==> config.mk <==
export PLATFORM = sky130hd
export DESIGN_NAME = qam_tx_gen
export DESIGN_NICKNAME = d
export VERILOG_FILES = /design/src/rtl/qam_tx_gen.sv
export SDC_FILE = /design/constraint.sdc
export NUM_CORES = 1
export LEC_CHECK = 0
export CAP_MARGIN = 20
export CORE_MARGIN = 4
export CORE_UTILIZATION = 49
export CTS_CLUSTER_SIZE = 40
export DETAILED_ROUTE_END_ITERATION = 12
export GPL_TIMING_DRIVEN = 0
export PLACE_DENSITY = 0.79
export SYNTH_ARGS = -nofsm -noshare
export SYNTH_HDL_FRONTEND = slang
export SYNTH_SLANG_ARGS = --single-unit
export TNS_END_PERCENT = 5
==> constraint.sdc <==
create_clock -name clk -period 2.2 [get_ports clk]
set_input_delay 0.55 -clock clk [delete_from_list [all_inputs] [get_ports clk]]
set_output_delay 0.55 -clock clk [all_outputs]
set_load 0.02 [all_outputs]
==> src/rtl/qam_tx_gen.sv <==
// qam_tx_gen: PRBS-15 driven QAM baseband symbol generator with integer
// upsampling (zero-stuff or sample-hold) and a valid/ready output register.
// Optional feature: define QAM_TX_GRAY_EN to treat each I/Q index field as
// Gray code before mapping it to a constellation level.
module qam_tx_gen #(
  parameter int BITS_PER_SYM = 4,
  parameter int UPSAMPLE     = 11,
  parameter int OUT_W        = 16,
  parameter int SHIFT        = 0
) (
  input  logic             clk,
  input  logic             rstn,
  input  logic             en,
  input  logic             hold_mode,
  input  logic             dout_ready,
  output logic             dout_valid,
  output logic [OUT_W-1:0] dout_i,
  output logic [OUT_W-1:0] dout_q,
  output logic             sym_strobe
);

  localparam int H    = BITS_PER_SYM / 2;
  localparam int L    = 1 << H;
  localparam int PH_W = (UPSAMPLE > 1) ? $clog2(UPSAMPLE) : 1;
  localparam logic [14:0] SEED = 15'h7FFF;

  logic [14:0]             lfsr;
  logic [14:0]             lfsr_next;
  logic [BITS_PER_SYM-1:0] sym_bits;
  logic [OUT_W-1:0]        new_i;
  logic [OUT_W-1:0]        new_q;
  logic [OUT_W-1:0]        held_i;
  logic [OUT_W-1:0]        held_q;
  logic [PH_W-1:0]         phase;
  logic [PH_W-1:0]         phase_next;
  logic                    at_sym;
  logic                    out_ph0;
  logic                    load;

  // Index field to signed constellation level: 2k-(L-1), then gain shift.
  // The level fits in 5 signed bits, so the shift never overflows OUT_W.
  function automatic logic [OUT_W-1:0] to_level(input logic [H-1:0] field);
    logic [H-1:0]     k;
    logic [OUT_W-1:0] lvl;
`ifdef QAM_TX_GRAY_EN
    k[H-1] = field[H-1];
    for (int b = H - 2; b >= 0; b--) begin
      k[b] = k[b+1] ^ field[b];
    end
`else
    k = field;
`endif
    lvl = OUT_W'({k, 1'b0}) - OUT_W'(L - 1);
    return lvl << SHIFT;
  endfunction

  // Run the LFSR BITS_PER_SYM steps ahead; first bit out lands in the symbol MSB.
  always_comb begin
    logic [14:0]             s;
    logic [BITS_PER_SYM-1:0] sym;
    s   = lfsr;
    sym = '0;
    for (int n = 0; n < BITS_PER_SYM; n++) begin
      sym = {sym[BITS_PER_SYM-2:0], s[14]};
      s   = {s[13:0], s[14] ^ s[13]};
    end
    lfsr_next = s;
    sym_bits  = sym;
  end

  assign new_i = to_level(sym_bits[BITS_PER_SYM-1 -: H]);
  assign new_q = to_level(sym_bits[H-1:0]);

  // Phase of the sample about to be loaded, and where it goes next.
  always_comb begin
    at_sym     = (phase == '0);
    phase_next = '0;
    if (UPSAMPLE > 1 && phase != PH_W'(UPSAMPLE - 1)) begin
      phase_next = phase + PH_W'(1);
    end
  end

  // A new sample enters the output register when the slot is empty or being drained.
  assign load = en & (~dout_valid | dout_ready);

  // Output register, phase counter, held symbol and LFSR; everything advances only on a load.
  always_ff @(posedge clk or negedge rstn) begin
    if (!rstn) begin
      lfsr       <= SEED;
      phase      <= '0;
      held_i     <= '0;
      held_q     <= '0;
      dout_i     <= '0;
      dout_q     <= '0;
      dout_valid <= 1'b0;
      out_ph0    <= 1'b0;
    end else if (load) begin
      dout_valid <= 1'b1;
      out_ph0    <= at_sym;
      phase      <= phase_next;
      if (at_sym) begin
        lfsr   <= lfsr_next;
        held_i <= new_i;
        held_q <= new_q;
        dout_i <= new_i;
        dout_q <= new_q;
      end else if (hold_mode) begin
        dout_i <= held_i;
        dout_q <= held_q;
      end else begin
        dout_i <= '0;
        dout_q <= '0;
      end
    end else if (dout_ready) begin
      dout_valid <= 1'b0;
    end
  end

  // Symbol boundary marker, live only while a phase-0 sample is being accepted.
  assign sym_strobe = dout_valid & dout_ready & out_ph0;

endmodule

==> run_1/layer_met1.png <==
Bar = 20 um. Supply wires on this layer in grey.
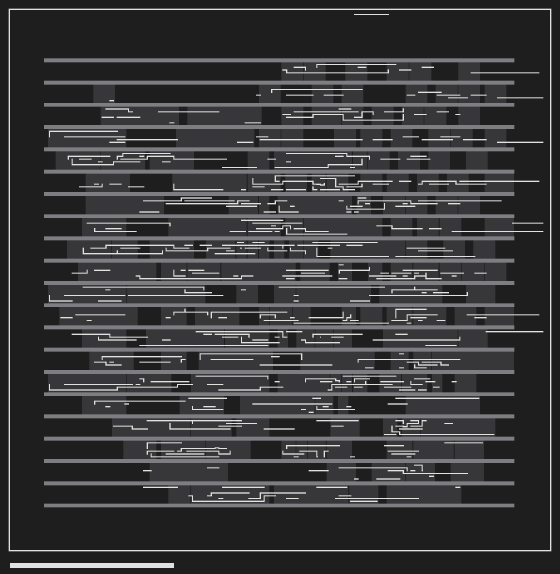
main direction: horizontal
nets with wire on the layer: 158
longest straight run: 15.6 um
share of all routed wire: 42%
DR vias: 1048
Routed WL: 3.23 mm
met1 Usage GRT: 19.1%

==> run_1/congestion.png <==
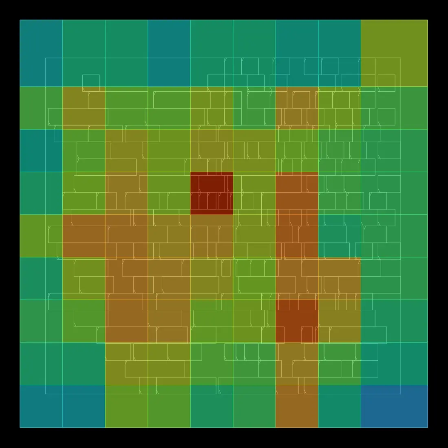
drt wl/cell: 14.6 um
met2 usage: 27.8%
Final Core Density: 67.6%
busiest grt layer: met2

==> run_1/detail.png <==
Bar = 10 um. Window x 13 to 53, y 0 to 40 um. Cells in grey, sequential cells in the stronger grey; small squares are vias.
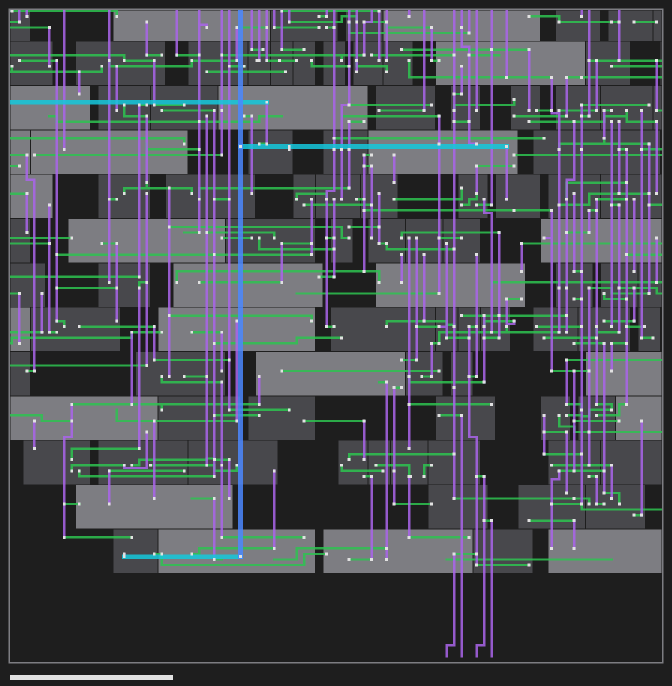
legend:
  cyan:
    layer: metal 3
  green:
    layer: metal 1
  purple:
    layer: metal 2
  blue:
    layer: metal 4
netlist names of flops here include: lfsr (8), phase (3), dout_i (2)
most frequent: dfrtp_1 (10), dfstp_2 (8)
cells with their middle in the window: 90
sequential cells in the window: 19

==> reports/results.txt, run 1 <==
status - completed
clock power share - 19.8%
layout cells sized above 1 - 59.9%
Final Max Slew Viols - 0
initial antenna violation count - 0
chip height - 66.0 um
first-pass GRT wire length - 5.38 mm
Tap Cells - 44
yosys simple share - 7.74%
Final #Nets - 181
Startpoint Class - flop
CTS Buf Count - 5
MUX area fraction - 18.5%
Min-Delay Path Depth - 1
Fillers - 238
worst hold path class - flop to flop
buffers added on ports - 38
Synth Area in Adders - 0%
worst slew pin tran - 0.539 ns
Top-area cell share - 24.3%
Worst Setup End Kind - output pin
ao+oa area frac - 6.91%
ys flops - 31
Leak Pwr - 1.03 nW
vias per cell - 4.74
clk buf depth - 2
depth of the CTS H-tree - 2
Seq share, synth - 48.2%
WL met2 - 1.65 mm
Net Sw Frac - 34.9%
CP Data Arrival Time - 1.51 ns
Seq area share - 37.7%
Avg Inst Size Synth - 12.7 um2
Non-clk bufs - 72
P per Cell Area - 922 mW/mm2
Max VDD drop - 0.361 mV
Routed Antenna Nets - 0
clk_skew - 0.00148 ns
Mapped Cells - 130
asr flop ratio synth - 100%
# clk buffers - 8
nonclk inv count - 4
tally of OpenROAD warnings - 26
logic share of the area - 27.9%
Crit. path cell count - 1
critical setup path kind - flop to output pin
Core Area - 0.00313 mm2
hpwl dp - 2.35 mm
CTS tree - done
setup ws final - 0.137 ns
Clk pin slew, worst setup/hold paths - 0.10 ns
R2R depth - 4
total power - 1.95 mW
design area - 0.00212 mm2
width of the die - 66.0 um
CTS Hold Bufs - 0
sw power - 681 uW
Reg2Reg Setup Slack - 0.37 ns
Post-DP Area - 0.00211 mm2
Worst slew margin - 63.8%
CP cell instances - clkdlybuf4s50_1
number of logic gates - 62
largest net degree at the start of global routing - 23
Final Hold Fails - 0
GR Util met3 - 6.12%
Synth logic family - multiplexers
FP Util - 52.7%
Worst path max stage delay - 0.66 ns
CTS Root Buffer Type - clkbuf_4
vias in the first global route - 1085
Biggest Area Class - sequential cells
TritonCTS sink count - 31
Layout clock area frac - 3.25%
WL met3 - 170 um
cells in synth_stat.txt - 130
Yosys top cell by area - dfrtp_1
Max-Cap Viols - 0
gr ovfl total - 0
setup violators final - 0
number of I/O pins - 39
top area cells in the synthesized netlist - dfrtp_1, dfstp_2, mux2_4
Flop pwr share - 38.2%
highest routed metal layer - met4
row count - 20
most frequent cells after synthesis - buf_4, dfrtp_1, mux2_4, dfstp_2, a21oi_1
Chip Area, Yosys - 0.00165 mm2
RSZ-0062 raised after global routing - false
M1 wire length - 1.35 mm
Antenna Cells - 0
delay-heaviest family, CP - buffers and inverters
number of remaining DRC errors - 0
CP max FO - 15
Total GRT Usage - 16.8%
combinational power share - 42.1%
count of library flops with an enable pin - 0
-- run 1: final timing paths --
check / from / endpoint
max: dout_q[2] / dout_q[2]
min: held_i[0] / held_i[0]
max reg2reg: phase[1] / held_q[1]
min reg2reg: held_i[0] / held_i[0]
max in group asynchronous: rstn / lfsr[8]
min in group asynchronous: rstn / dout_valid
-- run 1: metrics by stage --
stage	hold WS [ns]	cells
after global routing	0.542	221
after CTS	0.490	221
after detailed placement	0.461	213
final	0.493	221
after floorplan	0.254	130
after global placement	0.454	212
-- run 1: cell usage in the layout (no fill, tap or decap), types with 2 or more instances in the layout --
cell type and instances:
a31oi_1 2, clkbuf_8 2, mux2i_1 2, buf_4 53, clkbuf_4 5, clkdlybuf4s50_1 11
clkbuf_1 4, inv_1 4, dfstp_2 15, nand2_1 4, mux2_4 16, nor2b_1 2
nand3b_1 2, buf_6 3, xor2_1 4, dfrtp_2 2, dfrtp_1 14, nand2b_1 3
a21oi_1 10, mux2_2 4
-- run 1: what timing repair did --
item	4_1_cts	5_1_grt
buffers inserted	0	0
resized	3	26
setup endpoints to repair	29	26
-- run 1: power by group through the flow --
| stage | Clock (mW) | Combinational (mW) | Sequential [mW] |
|---|---|---|---|
| after floorplan | 0 | 0.523 | 0.753 |
| after global placement | 0 | 0.839 | 0.740 |
| after detailed placement | 0 | 0.869 | 0.751 |
| after CTS | 0.397 | 0.870 | 0.743 |
| after global routing | 0.426 | 0.879 | 0.758 |
| final | 0.386 | 0.820 | 0.744 |
-- run 1: flip-flops by register name (all words and copies together), names as in the netlist --
signal      count
lfsr           15
phase           4
dout_q          3
held_i          3
dout_i          2
held_q          2
dout_valid      1
out_ph0         1
==> run_1/sizes.png <==
Bar = 20 um.
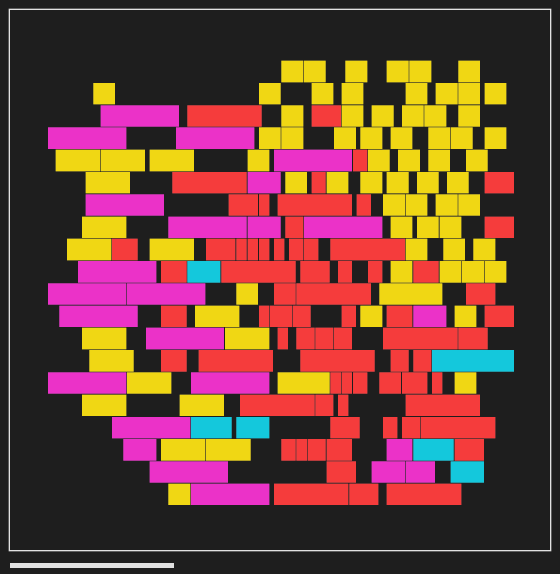

==> run 2, diff against run 1 <==
--- a/config.mk
+++ b/config.mk
@@ -12,6 +12,7 @@
 export DETAILED_ROUTE_END_ITERATION = 12
 export GPL_TIMING_DRIVEN = 0
 export PLACE_DENSITY = 0.79
+export SLEW_MARGIN = 20
 export SYNTH_ARGS = -nofsm -noshare
 export SYNTH_HDL_FRONTEND = slang
 export SYNTH_SLANG_ARGS = --single-unit
==> run_2/sizes.png <==
Bar = 20 um.
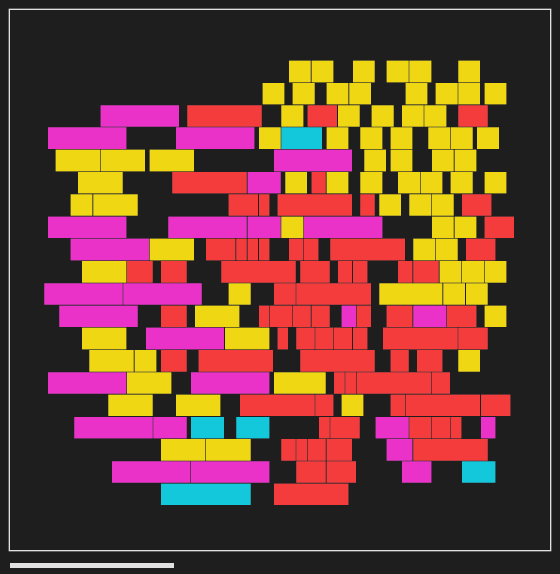
legend:
  red:
    size: _0 and _1 cells
    cells: 71
    most_used: dfrtp_1
  cyan:
    size: _6 and larger
    cells: 5
    most_used: buf_6
  magenta:
    size: _2 cells
    cells: 26
    most_used: dfstp_2
  yellow:
    size: _3 and _4 cells
    cells: 74
    most_used: buf_4
Non-clk bufs: 71
design area: 0.00211 mm2
setup ws final: 0.0806 ns

==> run_2/detail.png <==
Bar = 10 um. Window x 13 to 53, y 0 to 40 um. Cells in grey, sequential cells in the stronger grey; small squares are vias.
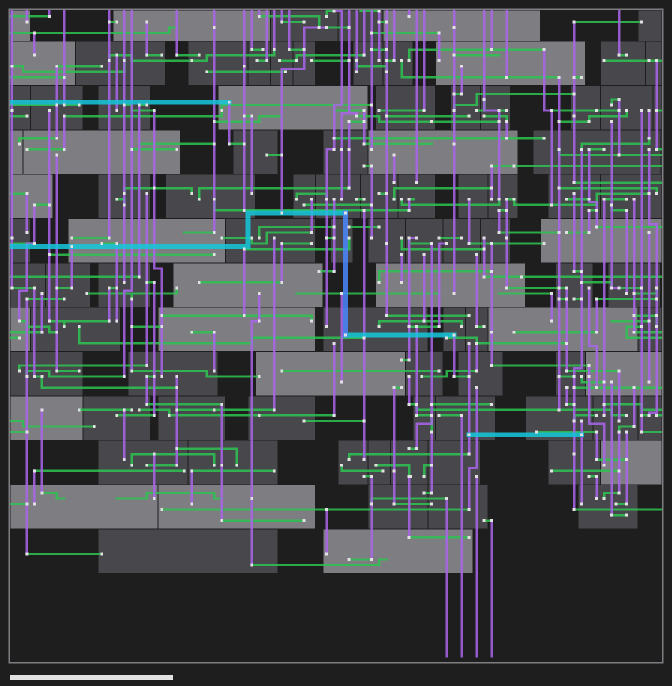
legend:
  cyan:
    layer: metal 3
  blue:
    layer: metal 4
  purple:
    layer: metal 2
  green:
    layer: metal 1
cells with their middle in the window: 87
most frequent: dfrtp_1 (10), mux2_4 (8), a21oi_1 (8)
netlist names of flops here include: lfsr (6), phase (3), dout_i (2)
sequential cells in the window: 17

==> run 2 against run 1 <==
Final cell count down 0.45%. Maximum frequency down 2.6%. Clock power up about 20%. Sequential share of layout area up 0.18 points. Largest power group unchanged. Highest routed layer unchanged.
==> reports/results.txt, run 2 <==
status - completed (unchanged)
Avg Inst Size Synth - 12.7 um2 (unchanged)
CTS Hold Bufs - 0 (unchanged)
FP Util - 52.7% (unchanged)
Final Max Slew Viols - 0 (unchanged)
Max-Cap Viols - 0 (unchanged)
buffers added on ports - 38 (unchanged)
Yosys top cell by area - dfrtp_1 (unchanged)
depth of the CTS H-tree - 2 (unchanged)
worst slew pin tran - 0.661 ns (was 0.539 ns)
drt wl/cell - 14.2 um (was 14.6 um)
number of I/O pins - 39 (unchanged)
initial antenna violation count - 0 (unchanged)
Chip Area, Yosys - 0.00165 mm2 (unchanged)
RSZ-0062 raised after global routing - false (unchanged)
hpwl dp - 2.26 mm (was 2.35 mm)
Routed WL - 3.12 mm (was 3.23 mm)
CTS Root Buffer Type - clkbuf_4 (unchanged)
most frequent cells after synthesis - buf_4, dfrtp_1, mux2_4, dfstp_2, a21oi_1 (unchanged)
TritonCTS sink count - 31 (unchanged)
DR vias - 1046 (was 1048)
CTS tree - done (unchanged)
row count - 20 (unchanged)
Top-area cell share - 24.3% (unchanged)
largest reg by FF count - lfsr (unchanged)
most frequent cells in the layout - buf_4, mux2_4, dfstp_2, dfrtp_1, clkdlybuf4s50_1 (unchanged)
first-pass GRT wire length - 5.14 mm (was 5.38 mm)
Fillers - 241 (was 238)
P per Cell Area - 961 mW/mm2 (was 922 mW/mm2)
top area cells in the synthesized netlist - dfrtp_1, dfstp_2, mux2_4 (unchanged)
vias per cell - 4.75 (was 4.74)
placed cell count - 212 (was 213)
critical setup path kind - flop to output pin (unchanged)
width of the die - 66.0 um (unchanged)
setup violators final - 0 (unchanged)
fin cells - 220 (was 221)
Startpoint Class - flop (unchanged)
cells in synth_stat.txt - 130 (unchanged)
max reg flops - 15 (unchanged)
chip height - 66.0 um (unchanged)
Total GRT Usage - 15.4% (was 16.8%)
Crit Reg-Reg Endpoint - held_q[1] (unchanged)
vias in the first global route - 1090 (was 1085)
tally of OpenROAD warnings - 26 (unchanged)
Routed Antenna Nets - 0 (unchanged)
setup repair bufs after CTS - 0 (unchanged)
dominant logic cell type in the layout - buf_4 (unchanged)
Worst slew margin - 55.9% (was 63.8%)
Reg2Reg Setup Slack - 0.41 ns (was 0.37 ns)
Final #Nets - 180 (was 181)
CTS Buf Count - 5 (unchanged)
Clk pin slew, worst setup/hold paths - 0.10 ns (about the same)
gr ovfl total - 0 (unchanged)
Antenna Cells - 0 (unchanged)
hold slack - 0.244 ns (was 0.493 ns)
Final Hold Fails - 0 (unchanged)
Seq share, synth - 48.2% (unchanged)
Largest regs - lfsr x15, phase x4 (unchanged)
worst setup path start - dout_i[2] (was dout_q[2])
Core Area - 0.00313 mm2 (unchanged)
ys flops - 31 (unchanged)
clk_skew - 0.00624 ns (was 0.00148 ns)
layout cells sized above 1 - 59.7% (was 59.9%)
Worst Setup End Kind - output pin (unchanged)
CP Data Arrival Time - 1.57 ns (was 1.51 ns)
Post-DP Area - 0.00208 mm2 (was 0.00211 mm2)
clk buf depth - 2 (unchanged)
count of library flops with an enable pin - 0 (unchanged)
-- run 2: cell type report --
class	instances	area (um2)	share of cell area (%)
Inverter	4	15.0	0.713
Tap cell	44	55.1	2.61
Buffer	33	248	11.8
Timing Repair Buffer	38	314	14.9
Multi-Input combinational cell	62	591	28.0
Clock inverter	2	35.0	1.66
Clock buffer	6	51.3	2.44
Sequential cell	31	797	37.8
-- run 2: cell families (layout without fill, tap and decap cells) --
kind of cell	after synthesis	after routing	synth area share, %
and+or+nand+nor	17	17	7.75
muxes	22	22	18.5
AOI/OAI and AO/OA	18	18	6.91
xor gates and xnor gates	5	5	2.66
buffers and inverters	37	83	15.9
DFF	31	31	48.2
-- run 2: timing repair --
| item | CTS | global route |
|---|---|---|
| cloned | 0 | 0 |
| setup endpoints to repair | 28 | 24 |
| gates resized | 3 | 24 |
-- run 2: stage by stage --
stage          setup TNS (ns)  power [mW]
2_1_floorplan               0        1.28
3_3_place_gp           -0.100        1.58
3_5_place_dp           -0.118        1.61
4_1_cts                     0        2.09
5_1_grt                     0        2.13
6_report                    0        2.02
-- run 2: routing by layer --
layer / wire (um) / global-route usage, %
met3: 159 / 5.27
met2: 1630 / 26.0
met1: 1320 / 18.2
met5: 0 / 0
met4: 17 / 5.08
-- run 2: critical path, stage by stage, from the launching register on --
cell and delay [ns]:
dfrtp_2 0.51, buf_4 0.15, clkdlybuf4s50_1 0.59
-- run 2: where the power goes --
| part | internal [mW] | switching, mW |
|---|---|---|
| registers | 0.640 | 0.101 |
| logic | 0.440 | 0.377 |
| clock network | 0.268 | 0.196 |
==> run 3, diff against run 2 <==
--- a/config.mk
+++ b/config.mk
@@ -8,6 +8,7 @@
 export CAP_MARGIN = 20
 export CORE_MARGIN = 4
 export CORE_UTILIZATION = 49
+export CTS_CLUSTER_DIAMETER = 80
 export CTS_CLUSTER_SIZE = 40
 export DETAILED_ROUTE_END_ITERATION = 12
 export GPL_TIMING_DRIVEN = 0
==> run_3/detail.png <==
Bar = 10 um. Window x 13 to 53, y 0 to 40 um. Cells in grey, sequential cells in the stronger grey; small squares are vias.
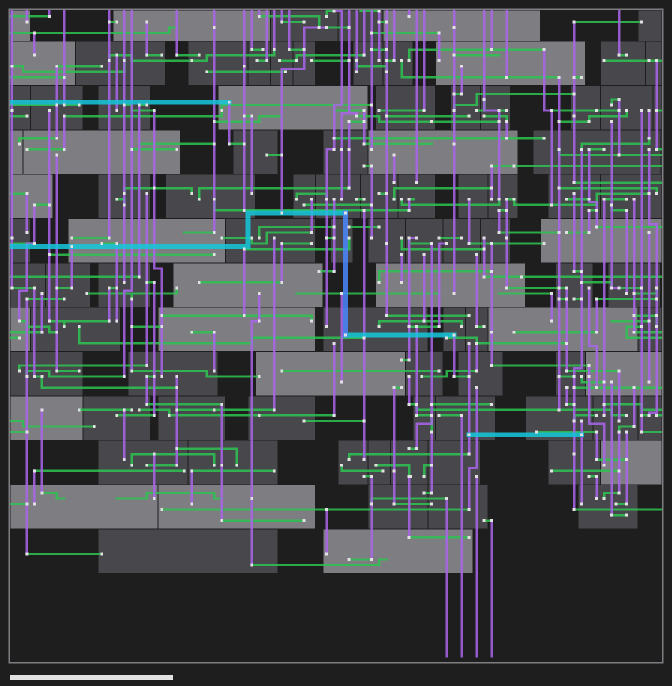
legend:
  cyan:
    layer: metal 3
  purple:
    layer: metal 2
  green:
    layer: metal 1
  blue:
    layer: metal 4
most frequent: dfrtp_1 (10), mux2_4 (8), a21oi_1 (8)
sequential cells in the window: 17
cells with their middle in the window: 87
netlist names of flops here include: lfsr (6), phase (3), dout_i (2)

==> run_3/layer_met1.png <==
Bar = 20 um. Supply wires on this layer in grey.
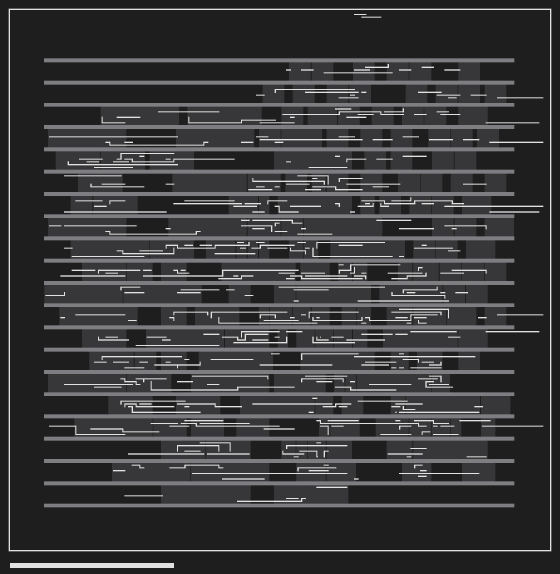
share of all routed wire: 42%
main direction: horizontal
met1 Usage GRT: 18.2%
Routed WL: 3.12 mm

==> run 3 against run 2 <==
Largest cell class unchanged. Setup slack stayed put. Final cell count unchanged. Global-route usage unchanged. Maximum frequency unchanged. Synthesized area did not move. Via count is the same.
==> reports/results.txt, run 3 <==
status - completed (unchanged)
M1 wire length - 1.32 mm (unchanged)
Post-DP Area - 0.00208 mm2 (unchanged)
most frequent cells in the layout - buf_4, mux2_4, dfstp_2, dfrtp_1, clkdlybuf4s50_1 (unchanged)
Worst path max stage delay - 0.59 ns (about the same)
chip height - 66.0 um (unchanged)
Total GRT Usage - 15.4% (unchanged)
Worst slew margin - 55.9% (unchanged)
fin cells - 220 (unchanged)
yosys warning tally - 0 (unchanged)
cells in synth_stat.txt - 130 (unchanged)
Reg2Reg Setup Slack - 0.41 ns (about the same)
setup total negative slack - 0 ns (unchanged)
placed cell count - 212 (unchanged)
most frequent cells after synthesis - buf_4, dfrtp_1, mux2_4, dfstp_2, a21oi_1 (unchanged)
hold slack - 0.244 ns (unchanged)
Crit Reg-Reg Endpoint - held_q[1] (unchanged)
design area - 0.00211 mm2 (unchanged)
FP Util - 52.7% (unchanged)
Final Core Density - 67.3% (unchanged)
Worst Setup End Kind - output pin (unchanged)
clk buf depth - 2 (unchanged)
Chip Area, Yosys - 0.00165 mm2 (unchanged)
Core Area - 0.00313 mm2 (unchanged)
Reg area - 797 um2 (unchanged)
FF-to-FF Start - phase[1] (unchanged)
MUX area fraction - 18.5% (unchanged)
Startpoint Class - flop (unchanged)
depth of the CTS H-tree - 2 (unchanged)
CTS Buf Count - 5 (unchanged)
Top-area cell share - 24.3% (unchanged)
Avg Inst Size Synth - 12.7 um2 (unchanged)
highest routed metal layer - met4 (unchanged)
number of I/O pins - 39 (unchanged)
Final Hold Fails - 0 (unchanged)
Clk pin slew, worst setup/hold paths - 0.10 ns (about the same)
total power - 2.02 mW (unchanged)
worst slew pin tran - 0.661 ns (unchanged)
Seq share, synth - 48.2% (unchanged)
setup ws final - 0.0806 ns (unchanged)
vias per cell - 4.75 (unchanged)
CTS Hold Bufs - 0 (unchanged)
clk_skew - 0.00624 ns (unchanged)
Synth Cell Area - 0.00165 mm2 (unchanged)
CP Buf/Inv Count - 2 (unchanged)
largest net degree at the start of global routing - 32 (unchanged)
row count - 20 (unchanged)
Fillers - 241 (unchanged)
drt wl/cell - 14.2 um (unchanged)
count of library flops with an enable pin - 0 (unchanged)
P per Cell Area - 961 mW/mm2 (unchanged)
CTS tree - done (unchanged)
WL met2 - 1.63 mm (unchanged)
layout cells sized above 1 - 59.7% (unchanged)
Largest regs - lfsr x15, phase x4 (unchanged)
dominant logic cell type in the layout - buf_4 (unchanged)
tally of OpenROAD warnings - 26 (unchanged)
vias in the first global route - 1090 (unchanged)
max reg flops - 15 (unchanged)
setup violators final - 0 (unchanged)
ys flops - 31 (unchanged)
yosys simple share - 7.74% (unchanged)
Max-Cap Viols - 0 (unchanged)
CP max FO - 15 (unchanged)
width of the die - 66.0 um (unchanged)
top area cells in the synthesized netlist - dfrtp_1, dfstp_2, mux2_4 (unchanged)
Leak Pwr - 1.03 nW (unchanged)
Synth Area in Adders - 0% (unchanged)
RSZ-0062 raised after global routing - false (unchanged)
R2R depth - 4 (unchanged)
Antenna Cells - 0 (unchanged)
initial antenna violation count - 0 (unchanged)
Mapped Cells - 130 (unchanged)
Max VDD drop - 0.527 mV (unchanged)
number of remaining DRC errors - 0 (unchanged)
setup repair bufs after CTS - 0 (unchanged)
area occupied by multi-input gates - 591 um2 (unchanged)
delay-heaviest family, CP - buffers and inverters (unchanged)
ao+oa area frac - 6.91% (unchanged)
largest reg by FF count - lfsr (unchanged)
hpwl dp - 2.26 mm (unchanged)
Synth logic family - multiplexers (unchanged)
Yosys top cell by area - dfrtp_1 (unchanged)
first-pass GRT wire length - 5.14 mm (unchanged)
worst hold path class - input port to async pin (unchanged)
Final #Nets - 180 (unchanged)
xor/xnor share of the synthesized area - 2.66% (unchanged)
DR vias - 1046 (unchanged)
CTS Root Buffer Type - clkbuf_4 (unchanged)
Final Max Slew Viols - 0 (unchanged)
Routed Antenna Nets - 0 (unchanged)
TritonCTS sink count - 31 (unchanged)
==> run 3: cell counts after synthesis <==
No cell type changed its count.
==> run 3: final cells by class <==
class | count | area share, %
Timing Repair Buffer | 38 | 14.9
Sequential cell | 31 | 37.8
Clock buffer | 6 | 2.44
Buffer | 33 | 11.8
Inverter | 4 | 0.713
Tap cell | 44 | 2.61
Clock inverter | 2 | 1.66
Multi-Input combinational cell | 62 | 28.0
==> run 3: what timing repair did <==
action,in CTS,in global routing
pin swaps,0,0
gates resized,3,24
endpoints found under the setup margin,28,24
==> run 3: worst max path at each step <==
stage | from | to | slack, ns | depth (start not counted)
4_1_cts | dout_q[2] | dout_q[6] | 0.02 | 2
3_5_place_dp | dout_ready | sym_strobe | -0.12 | 3
3_3_place_gp | dout_ready | sym_strobe | -0.10 | 3
6_report | dout_i[2] | dout_i[5] | 0.08 | 2
2_1_floorplan | phase[0] | held_q[1] | 0.57 | 5
5_1_grt | dout_i[2] | dout_i[11] | 0.0006 | 2
==> run 3: cells by family (layout without fill, tap and decap cells) <==
group | after synthesis | in the layout
xor gates and xnor gates | 5 | 5
DFF | 31 | 31
muxes | 22 | 22
AOI/OAI and AO/OA | 18 | 18
buffers and inverters | 37 | 83
and+or+nand+nor | 17 | 17
==> run 3: power by group <==
| group | leakage, nW | switching [mW] | total [mW] | internal (mW) |
|---|---|---|---|---|
| Combinational | 0.644 | 0.377 | 0.817 | 0.440 |
| Clock | 0.0482 | 0.196 | 0.464 | 0.268 |
| Sequential | 0.336 | 0.101 | 0.741 | 0.640 |
| Total | 1.03 | 0.674 | 2.02 | 1.35 |
==> run 3: routing by layer <==
layer,GRT usage [%],vias up
li1,-,507
met1,18.2,509
met2,26.0,26
met3,5.27,4
met4,5.08,0
met5,0,-
Power is estimated from default activity; no workload was simulated.
